Fig. 1: cell area per tile
The die is cut into 8 by 8 equal tiles; white is low, dark blue is high, 0 to 100% covered.
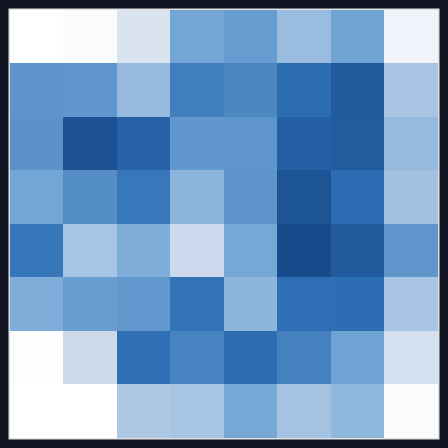
Fig. 2: routed metal, one color a layer
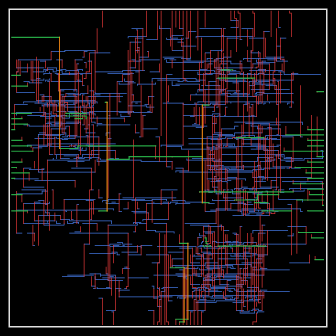
Fig. 3: routing congestion map
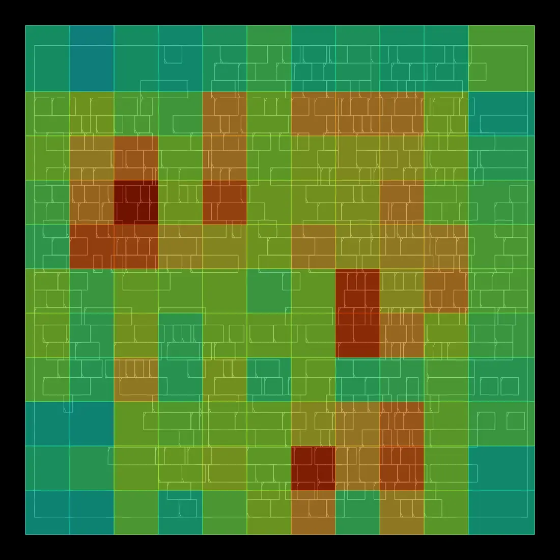
Fig. 4: gate families picked out
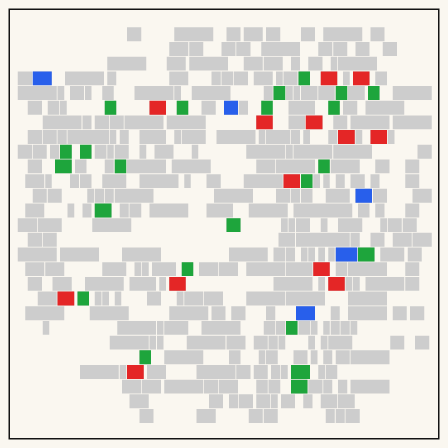
Fig. 5: signal wires on met2
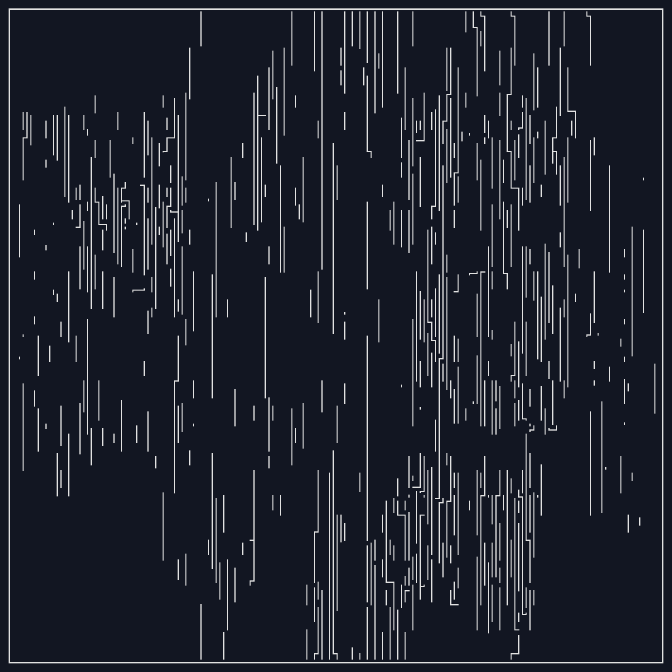
<file path="src/rtl/edge_monitor_pkg.sv">
// edge_monitor_pkg
//   Shared definitions for the edge monitor:
//   - mode_e: 2-bit per-channel edge qualifier (none / rise / fall / both)
//   - legal parameter bounds checked at elaboration by the top
//   - edge_qualified(): maps a mode and the registered edge pulses to an event
package edge_monitor_pkg;

  typedef enum logic [1:0] {
    MODE_NONE = 2'b00,
    MODE_RISE = 2'b01,
    MODE_FALL = 2'b10,
    MODE_BOTH = 2'b11
  } mode_e;

  localparam int N_CH_MIN     = 1;
  localparam int N_CH_MAX     = 32;
  localparam int FILT_CYC_MIN = 1;
  localparam int CNT_W_MIN    = 1;

  // Event qualification: rise counts in RISE/BOTH, fall counts in FALL/BOTH.
  function automatic logic edge_qualified(mode_e m, logic rise, logic fall);
    logic q;
    q = 1'b0;
    case (m)
      MODE_NONE: q = 1'b0;
      MODE_RISE: q = rise;
      MODE_FALL: q = fall;
      MODE_BOTH: q = rise | fall;
      default:   q = 1'b0;
    endcase
    return q;
  endfunction

endpackage

</file>
<file path="src/rtl/edge_monitor_chan.sv">
// edge_monitor_chan
//   One channel of the edge monitor: debounce filter, registered edge
//   pulses, mode-qualified event, sticky flag and saturating event counter.
// Ports:
//   clk, reset        clock, synchronous active-high reset
//   a_i               raw serial input
//   mode_i[1:0]       edge qualifier (mode_e encoding)
//   clr_i             clear pulse for sticky flag and counter
//   filt_o            debounced level
//   rising_edge_o     one-cycle pulse on filtered 0->1
//   falling_edge_o    one-cycle pulse on filtered 1->0
//   event_o           combinational mode-qualified edge
//   sticky_o          latched qualified edge, held until cleared
//   count_o[CNT_W-1:0] saturating count of qualified edges
//   stab_o            stability counter, exposed for observation
module edge_monitor_chan
  import edge_monitor_pkg::*;
#(
  parameter int FILT_CYC = 3,
  parameter int CNT_W    = 8,
  localparam int SW      = (FILT_CYC == 1) ? 1 : $clog2(FILT_CYC + 1)
) (
  input  logic             clk,
  input  logic             reset,
  input  logic             a_i,
  input  logic [1:0]       mode_i,
  input  logic             clr_i,
  output logic             filt_o,
  output logic             rising_edge_o,
  output logic             falling_edge_o,
  output logic             event_o,
  output logic             sticky_o,
  output logic [CNT_W-1:0] count_o,
  output logic [SW-1:0]    stab_o
);

  localparam logic [SW-1:0]    STAB_LAST = SW'(FILT_CYC - 1);
  localparam logic [CNT_W-1:0] CNT_MAX   = '1;

  logic [SW-1:0]    stab_q, stab_d;
  logic             filt_q, filt_d;
  logic             rise_q, rise_d;
  logic             fall_q, fall_d;
  logic             sticky_q, sticky_d;
  logic [CNT_W-1:0] cnt_q, cnt_d;
  logic             event_w;

  // Debounce: a differing input must be seen on FILT_CYC consecutive edges.
  // Any sample matching the filtered level restarts the count, so glitches
  // shorter than FILT_CYC never reach the output.
  always_comb begin
    filt_d = filt_q;
    stab_d = stab_q;
    rise_d = 1'b0;
    fall_d = 1'b0;
    if (a_i == filt_q) begin
      stab_d = '0;
    end else if (stab_q == STAB_LAST) begin
      filt_d = a_i;
      stab_d = '0;
      rise_d = a_i;
      fall_d = ~a_i;
    end else begin
      stab_d = stab_q + 1'b1;
    end
  end

  // Mode is applied after the pulse registers so a mode change is seen
  // in the same cycle without disturbing the filter.
  assign event_w = edge_qualified(mode_e'(mode_i), rise_q, fall_q);

  // Set wins over clear; a clear coincident with an event counts that event.
  always_comb begin
    sticky_d = sticky_q;
    if (event_w)    sticky_d = 1'b1;
    else if (clr_i) sticky_d = 1'b0;

    cnt_d = cnt_q;
    if (clr_i)                             cnt_d = CNT_W'(event_w);
    else if (event_w && (cnt_q != CNT_MAX)) cnt_d = cnt_q + 1'b1;
  end

  always_ff @(posedge clk) begin
    if (reset) begin
      stab_q   <= '0;
      filt_q   <= 1'b0;
      rise_q   <= 1'b0;
      fall_q   <= 1'b0;
      sticky_q <= 1'b0;
      cnt_q    <= '0;
    end else begin
      stab_q   <= stab_d;
      filt_q   <= filt_d;
      rise_q   <= rise_d;
      fall_q   <= fall_d;
      sticky_q <= sticky_d;
      cnt_q    <= cnt_d;
    end
  end

  assign filt_o         = filt_q;
  assign rising_edge_o  = rise_q;
  assign falling_edge_o = fall_q;
  assign event_o        = event_w;
  assign sticky_o       = sticky_q;
  assign count_o        = cnt_q;
  assign stab_o         = stab_q;

endmodule

</file>
<file path="src/rtl/edge_monitor.sv">
// edge_monitor
//   N_CH independent debounced edge monitors with per-channel mode,
//   sticky flag, saturating counter and a shared interrupt.
// Ports:
//   clk, reset                 clock, synchronous active-high reset
//   a_i[N_CH-1:0]              raw inputs
//   mode_i[2*N_CH-1:0]         per-channel mode, channel i at [2i+1:2i]
//   clr_i[N_CH-1:0]            per-channel clear for sticky and counter
//   filt_o[N_CH-1:0]           debounced levels
//   rising_edge_o/falling_edge_o[N_CH-1:0]  filtered edge pulses
//   event_o[N_CH-1:0]          mode-qualified edge pulses
//   sticky_o[N_CH-1:0]         latched qualified edges
//   count_o[N_CH*CNT_W-1:0]    counters, channel i at [CNT_W*(i+1)-1:CNT_W*i]
//   irq_o                      OR of sticky_o
module edge_monitor
  import edge_monitor_pkg::*;
#(
  parameter int N_CH     = 4,
  parameter int FILT_CYC = 3,
  parameter int CNT_W    = 8
) (
  input  logic                  clk,
  input  logic                  reset,
  input  logic [N_CH-1:0]       a_i,
  input  logic [2*N_CH-1:0]     mode_i,
  input  logic [N_CH-1:0]       clr_i,
  output logic [N_CH-1:0]       filt_o,
  output logic [N_CH-1:0]       rising_edge_o,
  output logic [N_CH-1:0]       falling_edge_o,
  output logic [N_CH-1:0]       event_o,
  output logic [N_CH-1:0]       sticky_o,
  output logic [N_CH*CNT_W-1:0] count_o,
  output logic                  irq_o
);

  localparam int SW = (FILT_CYC == 1) ? 1 : $clog2(FILT_CYC + 1);

  if (N_CH < N_CH_MIN || N_CH > N_CH_MAX ||
      FILT_CYC < FILT_CYC_MIN || CNT_W < CNT_W_MIN) begin : g_param_err
    $error("edge_monitor: parameter out of legal range");
  end

  // Per-channel stability counters, kept for observation by checkers.
  logic [SW-1:0] stab_dbg [N_CH];

  for (genvar i = 0; i < N_CH; i++) begin : g_chan
    edge_monitor_chan #(
      .FILT_CYC (FILT_CYC),
      .CNT_W    (CNT_W)
    ) u_chan (
      .clk            (clk),
      .reset          (reset),
      .a_i            (a_i[i]),
      .mode_i         (mode_i[2*i +: 2]),
      .clr_i          (clr_i[i]),
      .filt_o         (filt_o[i]),
      .rising_edge_o  (rising_edge_o[i]),
      .falling_edge_o (falling_edge_o[i]),
      .event_o        (event_o[i]),
      .sticky_o       (sticky_o[i]),
      .count_o        (count_o[CNT_W*i +: CNT_W]),
      .stab_o         (stab_dbg[i])
    );
  end

  assign irq_o = |sticky_o;

endmodule

</file>
<file path="config.mk">
export PLATFORM = sky130hd
export DESIGN_NAME = edge_monitor
export DESIGN_NICKNAME = d
export VERILOG_FILES = /design/src/rtl/edge_monitor_pkg.sv /design/src/rtl/edge_monitor_chan.sv /design/src/rtl/edge_monitor.sv
export SDC_FILE = /design/constraint.sdc
export NUM_CORES = 1
export LEC_CHECK = 0
export CORE_UTILIZATION = 45
export DETAILED_ROUTE_END_ITERATION = 8
export PLACE_DENSITY = 0.75
export SYNTH_ARGS = -nofsm -noshare
export SYNTH_HDL_FRONTEND = slang
export SYNTH_SLANG_ARGS = --single-unit
export TNS_END_PERCENT = 20
</file>
<file path="constraint.sdc">
create_clock -name clk -period 3.2 [get_ports clk]
set_input_delay 0.64 -clock clk [delete_from_list [all_inputs] [get_ports clk]]
set_output_delay 0.64 -clock clk [all_outputs]
set_load 0.1 [all_outputs]
</file>
==> flow_results.org <==
#+TITLE: Physical design notes

** Outcome
- The run finished with clean final reports.

** Synth
- Area reported by Yosys stat :: 0.00269 mm²
- Number of synthesized flops with an enable pin :: 0
- Synth cell count leaders :: sky130_fd_sc_hd__dfxtp_1 (56), sky130_fd_sc_hd__nor2_1 (36), sky130_fd_sc_hd__buf_4 (20)
- Number of nets in the synthesized netlist :: 318
- Dividing the synthesized area by the synthesized cell count gives 9.21 µm².
- Number of instances in the synthesized netlist :: 292
- Top cells by area :: sky130_fd_sc_hd__dfxtp_1 (42%), sky130_fd_sc_hd__buf_4 (5.6%), sky130_fd_sc_hd__nor2_1 (5.0%), sky130_fd_sc_hd__ha_1 (3.7%), sky130_fd_sc_hd__a211oi_1 (3.1%)
- The share of synthesized area in the top cell type comes to 0.417.
- In this run the cell area of the synthesized design comes to 0.00269 mm².
- Number of distinct standard cells referenced by the synthesized netlist :: 50
- Sequential cell area fraction in the yosys report :: 0.417
- In this run, synthesis produced a sequential element count of 56.
- Most common cell in the netlist :: sky130_fd_sc_hd__dfxtp_1
- Warnings reported by Yosys during synthesis add up to 0.

** Pwr
- Maximum ir drop on the vdd rail :: 189 µV
- Per report_power, the Clock row totals 0.447 mW.
- Leak Pwr :: 1.31 nW
- The dominant power group in this design is sequential cells.
- Relative contribution of combinational cells to total power :: 0.082
- For the sequential group, total power comes out at 0.712 mW.
- Net switching fraction of the power :: 0.223
- The power report lists cell-internal power as 0.981 mW.
- Power dissipated in combinational cells :: 0.103 mW
- Clock Power Share :: 0.354
- Total power for the finished layout comes to 1.26 mW.

** Floorplan
- Die extent in x :: 79.3 µm
- Top-level port count :: 71
- After floorplanning, the core was divided into 27 placement rows.
- The chip occupies 0.00629 mm².

** Routing
- Per the detail_route report, DRC violations left total 0.
- DR top layer :: met4
- Starting DRC count in detailed routing :: 100
- TritonRoute pass-1 iters :: 5
- Dividing the detail-routed via count by the number of cells gives 5.45.
- In the per-layer breakdown of the detailed-route log, met1 shows 2520 µm.
- In the detailed route, the total length drawn on met2 is 2490 µm.
- In this run the remaining antenna-violating nets after routing total 0.

** GRT
- The via count of the first global-routing pass came to 1970.
- The first global-routing pass estimated 8980 µm of wire.
- Largest net degree at the start of global routing :: 19
- Antenna violations before repair :: 0
- The global route stage reports its total congestion overflow as 0.
- Routing resource usage on met3 recorded by global route was 0.0345.

** CTS
- Worst skew pair latency :: 300 ps
- Hold-fix buffer count after cts :: 0
- The CTS report gives the tree buffer count as 5.
- Depth of the CTS H-tree :: 2
- Post-CTS Setup Repair Bufs :: 0
- Max Root-Sink Buffers :: 2
- Cell chosen for the clock root :: sky130_fd_sc_hd__clkbuf_8
- The registers of the reported paths see a clock transition of 90 ps.
- Post-CTS Resized :: 0

** Flow run
- Across all stage logs, warnings added up to 26.
- Max-cap violations in this run came to 0.

** Setup path
- Delay contributed by the slowest stage of the critical path :: 520 ps
- Kind of launch point of the worst setup path :: input port
- In this run the critical path is formed by clkdlybuf4s50_1 -> a22oi_1 -> inv_1 -> buf_4.
- Cell with the biggest individual delay on the critical path :: sky130_fd_sc_hd__a22oi_1
- The critical path in this run is classified as in2out.
- The data arrival time reported for the critical path is 2010 ps.
- According to the timing report, the data required time at the worst endpoint equals 2560 ps.
- In this run the worst path has a maximum fanout of 7.
- Category of the worst setup path capture point :: output port

** STA
- In the final report, the number of pins over their slew limit comes to 0.
- Final critical delay including setup and external delays :: 2650 ps
- Once routing completed, OpenROAD measured the worst setup slack at 546 ps.
- Counting endpoints that fail hold in the final report gives 0.
- The clock arrives with 3.84 ps of skew.
- Derived from the worst setup path, the maximum achievable clock frequency is 377 MHz.
- At the pin with the least slew margin, the transition time is 680 ps.
- Dividing the final minimum period by the clock period gives 0.829.
- After routing, the total negative slack on setup checks comes to 0 ps.

** Final layout
- Synth-to-Final Area Change :: 22.0%
- Area used by multi-input combinational logic :: 0.00132 mm²
- Per the cell usage report, the commonest logic cells after layout are sky130_fd_sc_hd__dfxtp_1 (56), sky130_fd_sc_hd__buf_4 (54), sky130_fd_sc_hd__nor2_1 (36).
- 0 antenna diodes ended up in the layout.
- Final net count :: 367
- Area taken by flip-flops and latches :: 0.00112 mm²
- Filler Cells Inserted :: 510

** Placement
- Final weighted congestion in routability-driven placement :: 0.794
- Number of cells in the design after placement :: 406
- Port buffering added 70 buffers.
- According to the dpl log, the detail-placed design has an HPWL of 4050 µm.

** Worst hold path
- Checking hold timing, the worst path is listed with class reg2reg.
Back to the opening pictures, Fig. 1:
mean over tiles: 51%
nearly empty tiles: 7.8%
emptiest ninth of the die: south-west
Core Density at Floorplan: 0.477
post-layout util: 0.581
area of the core region: 0.00564 mm²

Back to the opening pictures, Fig. 2:
[M1] blue | wire length: 2520 µm
[M2] red | wire length: 2490 µm
[M3] green | wire length: 307 µm
[M4] orange | wire length: 112 µm
via total after detailed routing: 2255
Avg WL per Cell: 13.1 µm

Back to the opening pictures, Fig. 3:
overall track demand over capacity in global routing: 0.180
met1 global-route usage: 0.246
GR Util met2: 0.273

Back to the opening pictures, Fig. 4:
[and/or cells] green | cells: 23
[non-inverting ao/oa cells] blue | cells: 5
[xor and xnor cells] red | cells: 13
number of non-filler instances in the completed layout: 414
combinational share of cell area: 0.404
commonest non-fill, non-tap cell in the layout: sky130_fd_sc_hd__dfxtp_1

Back to the opening pictures, Fig. 5:
share of all routed wire: 46%
wire length on this layer: 2490 µm
main direction: vertical
longest straight run: 31.3 µm
nets with wire on the layer: 314
total wirelength of the detailed-routed design: 5430 µm

[kinds of logic (layout without fill, tap and decap cells)]
group	Yosys count	in the layout	share of synthesized area
mux	5	5	0.0186
xor+xnor	13	13	0.0423
simple gates	107	107	0.220
flops	56	56	0.417
buf+inv	41	91	0.0907
compound gates	62	62	0.174
fa+ha+maj	8	8	0.0372
[flip-flops by register name, indices dropped and copies added (netlist names)]
register and count:
g_chan.u_chan.falling_edge_o 4, g_chan.u_chan.stab_o 8, g_chan.u_chan.sticky_o 4, g_chan.u_chan.filt_o 4, g_chan.u_chan.count_o 32, g_chan.u_chan.rising_edge_o 4
[worst max-delay path: cells and delay by family]
kind	cells	cell delay, ps
AND-OR/OR-AND	1	520
buffers and inverters	3	860
[stage by stage]
stage | area [µm²] | hold WS, ps
global placement | 3170 | 398
floorplan | 2690 | 391
detailed placement | 3170 | 400
global route | 3280 | 436
finish | 3280 | 412
CTS | 3280 | 415
[layout make-up]
type                    count  share of cell area
flip-flops and latches     56               0.342
clock inverters             2              0.0107
well taps                  72              0.0275
clock buffers               6              0.0221
multi-input cells         195               0.404
inverters                  11              0.0126
repair buffers             72               0.182
[worst paths after layout]
path                                                                from                                  endpoint  slack, ps  depth (start not counted)
worst min-delay path               g_chan[3].u_chan.stab_o[0]$_SDFF_PP0_     g_chan[3].u_chan.stab_o[0]$_SDFF_PP0_        410                          1
worst max register to register  g_chan[3].u_chan.count_o[0]$_SDFFE_PP0P_  g_chan[3].u_chan.count_o[0]$_SDFFE_PP0P_       1560                          5
worst max-delay path                                           mode_i[3]                                event_o[1]        550                          4
worst min register to register     g_chan[3].u_chan.stab_o[0]$_SDFF_PP0_     g_chan[3].u_chan.stab_o[0]$_SDFF_PP0_        410                          1
Power and IR drop assume default switching activity.
